### Supply network

Bar = 20 um. Pins as bars on the die edge.
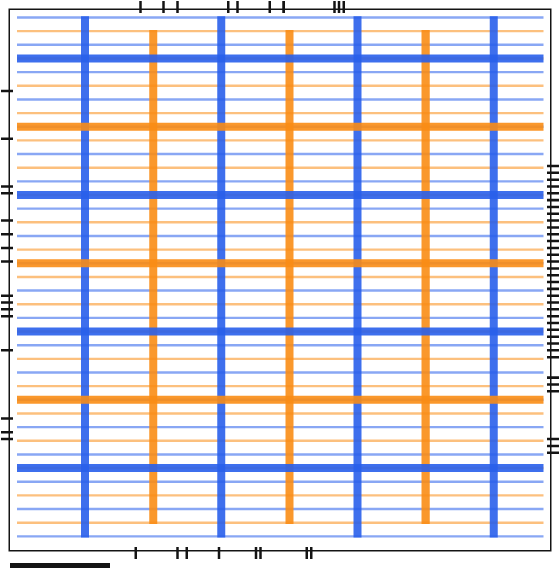
### Placement by cell class

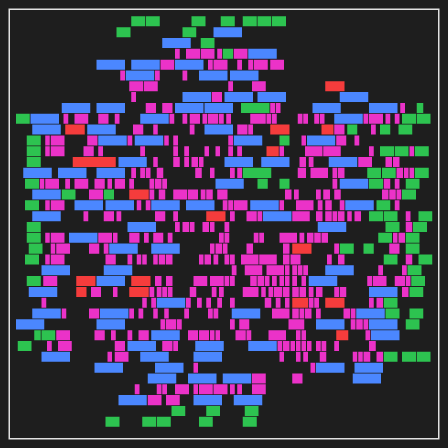
### Clock distribution

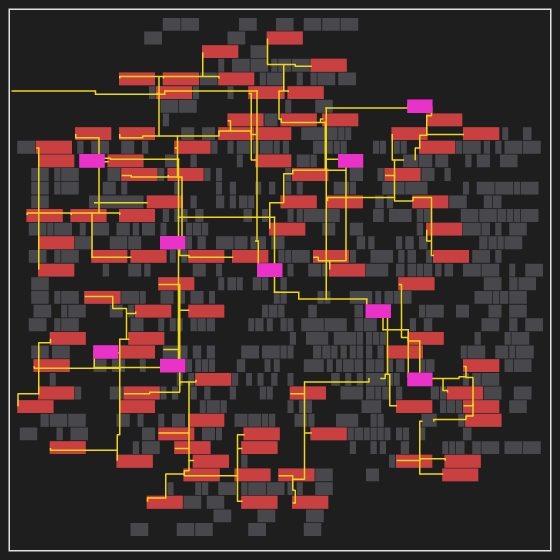
### Signal wires by layer

Bar = 20 um.
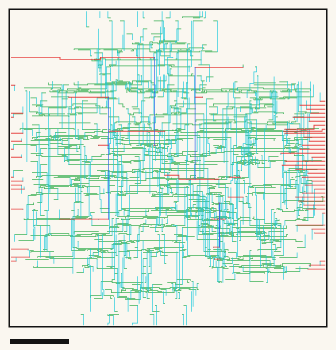
File: src/rtl/seg_scan.sv
// seg_scan: eight-digit seven-segment scanner with frame-aligned double buffering
module seg_scan #(
   parameter int                      DIGITS  = 8,
   parameter logic [4*DIGITS-1:0]     RST_VAL = '0
) (
   input  logic                  clk_i,
   input  logic                  rst_i,
   input  logic                  scan_clk_i,
   input  logic [4*DIGITS-1:0]   data_i,
   input  logic                  data_we_i,
   input  logic [DIGITS-1:0]     digit_en_i,
   input  logic [DIGITS-1:0]     dp_i,
   output logic [DIGITS-1:0]     led_en_o,
   output logic [7:0]            seg_o,
   output logic                  frame_o
);
   localparam int IW = $clog2(DIGITS);
   localparam logic [15:0][6:0] LUT = {
      7'h0E, 7'h06, 7'h21, 7'h46, 7'h03, 7'h08, 7'h10, 7'h00,
      7'h78, 7'h02, 7'h12, 7'h19, 7'h30, 7'h24, 7'h79, 7'h40
   };
   typedef enum logic {IDLE, BLANK} state_t;
   state_t               state_q, state_d;
   logic [IW-1:0]        idx_q, idx_d;
   logic                 scan_q;
   logic [DIGITS-1:0]    led_q, led_d;
   logic [7:0]           seg_q, seg_d;
   logic                 frame_q, frame_d;
   logic                 pend_q, pend_d;
   logic [4*DIGITS-1:0]  shadow_q, shadow_d, disp_q, disp_d;
   logic                 tick, wrap;
   assign tick = scan_clk_i & ~scan_q;
   assign wrap = (state_q == IDLE) & tick & (idx_q == IW'(DIGITS - 1));
   // A write on the wrap cycle goes straight into the new frame.
   always_comb begin
      state_d  = state_q;
      idx_d    = idx_q;
      led_d    = led_q;
      seg_d    = seg_q;
      frame_d  = 1'b0;
      shadow_d = data_we_i ? data_i : shadow_q;
      pend_d   = (pend_q | data_we_i) & ~wrap;
      disp_d   = wrap ? (data_we_i ? data_i : (pend_q ? shadow_q : disp_q)) : disp_q;
      if (state_q == IDLE && tick) begin
         state_d = BLANK;
         idx_d   = idx_q + 1'b1;
         led_d   = '1;
         seg_d   = '1;
         frame_d = wrap;
      end else if (state_q == BLANK) begin
         state_d = IDLE;
         if (digit_en_i[idx_q]) begin
            led_d = ~({{(DIGITS-1){1'b0}}, 1'b1} << idx_q);
            seg_d = {~dp_i[idx_q], LUT[disp_q[4*idx_q +: 4]]};
         end
      end
   end
   always_ff @(posedge clk_i) begin
      if (rst_i) begin
         state_q  <= IDLE;
         idx_q    <= '0;
         scan_q   <= 1'b0;
         led_q    <= '1;
         seg_q    <= '1;
         frame_q  <= 1'b0;
         pend_q   <= 1'b0;
         shadow_q <= RST_VAL;
         disp_q   <= RST_VAL;
      end else begin
         state_q  <= state_d;
         idx_q    <= idx_d;
         scan_q   <= scan_clk_i;
         led_q    <= led_d;
         seg_q    <= seg_d;
         frame_q  <= frame_d;
         pend_q   <= pend_d;
         shadow_q <= shadow_d;
         disp_q   <= disp_d;
      end
   end
   assign led_en_o = led_q;
   assign seg_o    = seg_q;
   assign frame_o  = frame_q;
endmodule

File: config.mk
export PLATFORM = sky130hd
export DESIGN_NAME = seg_scan
export DESIGN_NICKNAME = d
export VERILOG_FILES = /design/src/rtl/seg_scan.sv
export SDC_FILE = /design/constraint.sdc
export NUM_CORES = 1
export LEC_CHECK = 0
export ABC_AREA = 1
export CORE_UTILIZATION = 35
export CTS_CLUSTER_DIAMETER = 30
export DETAILED_ROUTE_END_ITERATION = 6
export SETUP_SLACK_MARGIN = 0.1
export SYNTH_ARGS = -nofsm -noshare
export SYNTH_HDL_FRONTEND = slang
export SYNTH_SLANG_ARGS = --single-unit
File: constraint.sdc
create_clock -name clk_i -period 2.3 [get_ports clk_i]
set_input_delay 0.345 -clock clk_i [delete_from_list [all_inputs] [get_ports clk_i]]
set_output_delay 0.345 -clock clk_i [all_outputs]
set_load 0.02 [all_outputs]
==> CHANGELOG.md <==
### Implementation results

- Post-CTS sizing: 0
- Highest clock frequency the design can meet: about 530 MHz
- Clk pin slew, worst setup/hold paths: 0.09 ns
- Yosys cell count: roughly 500
- Area of the die: roughly 12000 um^2
- Placed wire-length estimate after detailed placement: 5.895 mm
- Netlist Area Pre-Place: 3901 um^2
- Global-route wire length before repair: between 10 and 15 mm
- Commonest Layout Cell: nor2_1
- Type of element capturing the critical path: flip-flop
- Total setup violations reported at the end of the flow: 0
- Biggest regs: disp_q: 32 flops, shadow_q: 32 flops
- Number of distinct library cells after synthesis: 26
- Number of buffers outside the clock class in the layout: around 78
- Rel. slew slack: 54.16%
- Gate count of the mapped netlist: roughly 500
- Multi-input combinational cell count: ~340
- Non-Clock Buffer Area Fraction: between 10% and 20%
- Number of design rule violations left after detail routing: 0
- # diodes: 0
- Clock buffer count in the final layout: 10
- Fraction of layout instances using a drive strength above 1: 7.650%
- YS warnings: 0
- Share of the yosys chip area belonging to registers: about 45%
- Top-Level Pins: around 70
- Post-synthesis share of cell area spent on and-or and or-and gates: between 10% and 20%
- Unrepaired setup endpoints after global routing: false
- Level count of the clock H-tree: 3
- Fill cell total of the finished layout: 1088
- Detailed router's first-iteration violation count: around 140
- Final-layout setup total negative slack: 0 ns
- Count of non-CTS inverters in the layout: 32
- Final hold viol count: 0
- Yosys-reported design area after synthesis: around 3900 um^2
- Power after layout: 3.188 mW
- Top non-seq family: simple AND/OR/NAND/NOR gates
- Vias per Instance: 4.618
- Largest buffer count on any clock path: 2
- Proportion of synthesized area in mux cells: 8.467%
- Top library cells by usage in the layout, fill and taps aside: nor2_1, nand2_1, dfxtp_1
- Cell with the biggest individual delay on the critical path: dfxtp_1
- Met3 track demand over resource: 4.177%
- Port Buffer Count: between 60 and 70
- Largest driver fanout on the critical path: 16
- Data arrival at the endpoint of the critical path: around 2.2 ns
- Number of nets at floorplan: 550
- Count of sequential standard cells: slightly below 90
- Comb/total area: 38.07%
- Count of inserted tapcells: 140
- Sum of buffers and inverters on the critical path: 2
- Max-slew violation count: 0
- CP Launch Type: flip-flop
- Gr ovfl total: 0
- Flops out of synthesis: between 80 and 90
- Area growth, synth to finish: 25.02%
- DR WL/cell: between 10 and 15 um
- Initial antenna violation count: 0
- Clock network area share: 4.361%
- CTS tree: built
- Clock tree sinks: a little under 90
- Inserted Clock Buffers: 9
- Post-layout net count: between 600 and 700
- Flip-flop and latch area: approximately 1700 um^2
- Least-Margin Pin Slew: between 0.6 and 0.7 ns
- Outcome: complete, no violations
- Power per standard cell area: roughly 650 nW/um^2
- Slack of the critical path: around 0.40 ns
- Post-Place Setup Slack: between 0.3 and 0.4 ns
- Final Hold Slack: around 0.38 ns
- Share of synthesized cell area in and, or, nand and nor gates: around a quarter
- Delay-heaviest family, CP: simple AND/OR/NAND/NOR gates
- Cell at the root of the clock tree: clkbuf_8
- Classification of the worst setup path: reg2reg
- DR pass1 iterations: 4
- Worst EP required: ~2.6 ns
- Hold Buf Count CTS: 0
- Setup bufs post-CTS: 0
- Remaining number of nets flagged by the antenna check after routing: 0
- Adder-cell area share of the yosys netlist: 3.849%
- Met2 layer usage reported by global route: 23.49%
- Combinational gate area: 1857 um^2
- Period minus WS final: ~1.9 ns
- Most area-hungry cell class in the final design: multi-input combinational cells
- Cell seen most often among critical-path stages: nand2_1
- Final worst-path cycle share: 82.73%
- Row cnt: 38
- Xor/xnor share: 0%
- Number of placed cells counting well taps: ~670
- Final Non-Filler Cells: roughly 700
- Number of maximum-capacitance violations: 0
- Largest net degree at the start of global routing: 69
- Global routing met1 resource utilization: a little under a fifth
- Syn_area_per_cell: approximately 8 um^2
- Critical path, cell by cell: inv_2 > nand2_1 > nand3_1 > nand3_1 > nand2_1 > inv_1 > ha_1 > nand3_1 > nand2_1 > nand2_1 > nand2_1 > nand2_1 > nand2_1
- Core Density at Floorplan: between 30% and 40%
- GRT Overall Usage: between 10% and 20%
- Routability congestion estimate: about 0.77
- Worst stage delay on the critical path: between 0.3 and 0.4 ns
- Leakage Power: around 2.1 nW
- Via count of the first global-routing pass: 2935
- Area post-placement: 4664 um^2
- Grt peak-use layer: met2
- Tool warnings: 35
- Type of the worst min-delay path: in2reg
-- 'Supply network' (at the start) --
legend:
  blue:
    net: VSS
  orange:
    net: VDD
met4 straps: 7
met1 rails: 39
signal pins: 69
rows: 38
worst vdd ir: 0.0005009 V
Die H: 107.6 um
Std-Cell Core Area: 10840 um^2
die outline width: 107.6 um

-- 'Placement by cell class' (at the start) --
legend:
  blue:
    class: sequential cells
    cells: 87
    share_of_their_area: 37%
  green:
    class: remaining buffers and delay cells
    cells: 78
    share_of_their_area: 16%
  red:
    class: clock drivers and dummy loads
    cells: 16
    share_of_their_area: 4.5%
  magenta:
    class: combinational and other logic
    cells: 368
    share_of_their_area: 42%
share of the core filled with cells in the final layout: 44.99%
sequential share of cell area: 35.71%
post-route standard cell area excluding fillers: 4877 um^2

-- 'Clock distribution' (at the start) --
legend:
  red:
    item: flip-flops
    count: 87
  magenta:
    item: clock drivers
    count: 9
  yellow:
    item: clock wires
    length: 1080 um
flops lie: spread over the die
routed clock nets: 10
part of the total power dissipated in the clock network: 35.5%
Clk power: 1.13 mW
Clk Latency, worst-skew pair: 0.37 ns
maximum clock skew at final layout: 0.01352 ns

-- 'Signal wires by layer' (at the start) --
legend:
  green:
    layer: metal 1
    wire_length: 4090 um
  blue:
    layer: metal 4
    wire_length: 124 um
  red:
    layer: metal 3
    wire_length: 471 um
  cyan:
    layer: metal 2
    wire_length: 3650 um
WL final: 8.340 mm
routed via count: 3182

[routing by layer]
metal	part of all wire (%)	wire length (um)
met1	49	4090
met2	44	3654
met3	5.6	470
met4	1.5	124
met5	0	0
[synth_stat cells, drive strengths merged]
master | count | area [um^2]
o22ai | 1 | 6.260
nand3 | 32 | 185.2
o211ai | 2 | 15.01
a22oi | 2 | 15.01
nor3 | 1 | 10.01
buf | 22 | 148.9
inv | 32 | 120.1
dfxtp | 87 | 1742
nor2 | 94 | 367.8
ha | 12 | 150.1
a211oi | 32 | 240.2
o21ai | 18 | 90.08
mux2i | 33 | 330.3
nand2 | 91 | 351.6
nand3b | 2 | 15.01
a21oi | 16 | 80.08
clkbuf | 9 | 33.78
[tightest hold or removal path, delay by kind of cell]
| family | cells | cell delay (ns) |
|---|---|---|
| buffers and inverters | 2 | 0.24 |
| AND/OR/NAND/NOR | 2 | 0.12 |
[where the power goes]
| group | leakage (nW) | switching (mW) | total, mW | internal [mW] |
|---|---|---|---|---|
| registers | 0.710 | 0.0180 | 1.57 | 1.56 |
| logic | 1.25 | 0.268 | 0.484 | 0.216 |
| clock network | 0.105 | 0.582 | 1.13 | 0.549 |
| total | 2.06 | 0.868 | 3.19 | 2.32 |
[final timing paths]
path / startpoint / end / slack [ns] / cells after the start
setup / recovery: idx_q[0]$_SDFFE_PP0P_ / seg_o[3]$_SDFFE_PP1P_ / 0.40 / 13
hold / removal: rst_i / led_en_o[0]$_SDFFE_PP1P_ / 0.38 / 4
setup reg to reg: idx_q[0]$_SDFFE_PP0P_ / seg_o[3]$_SDFFE_PP1P_ / 0.40 / 13
hold reg to reg: led_en_o[4]$_SDFFE_PP1P_ / led_en_o[4]$_SDFFE_PP1P_ / 0.47 / 2
Power is estimated from default activity; no workload was simulated.
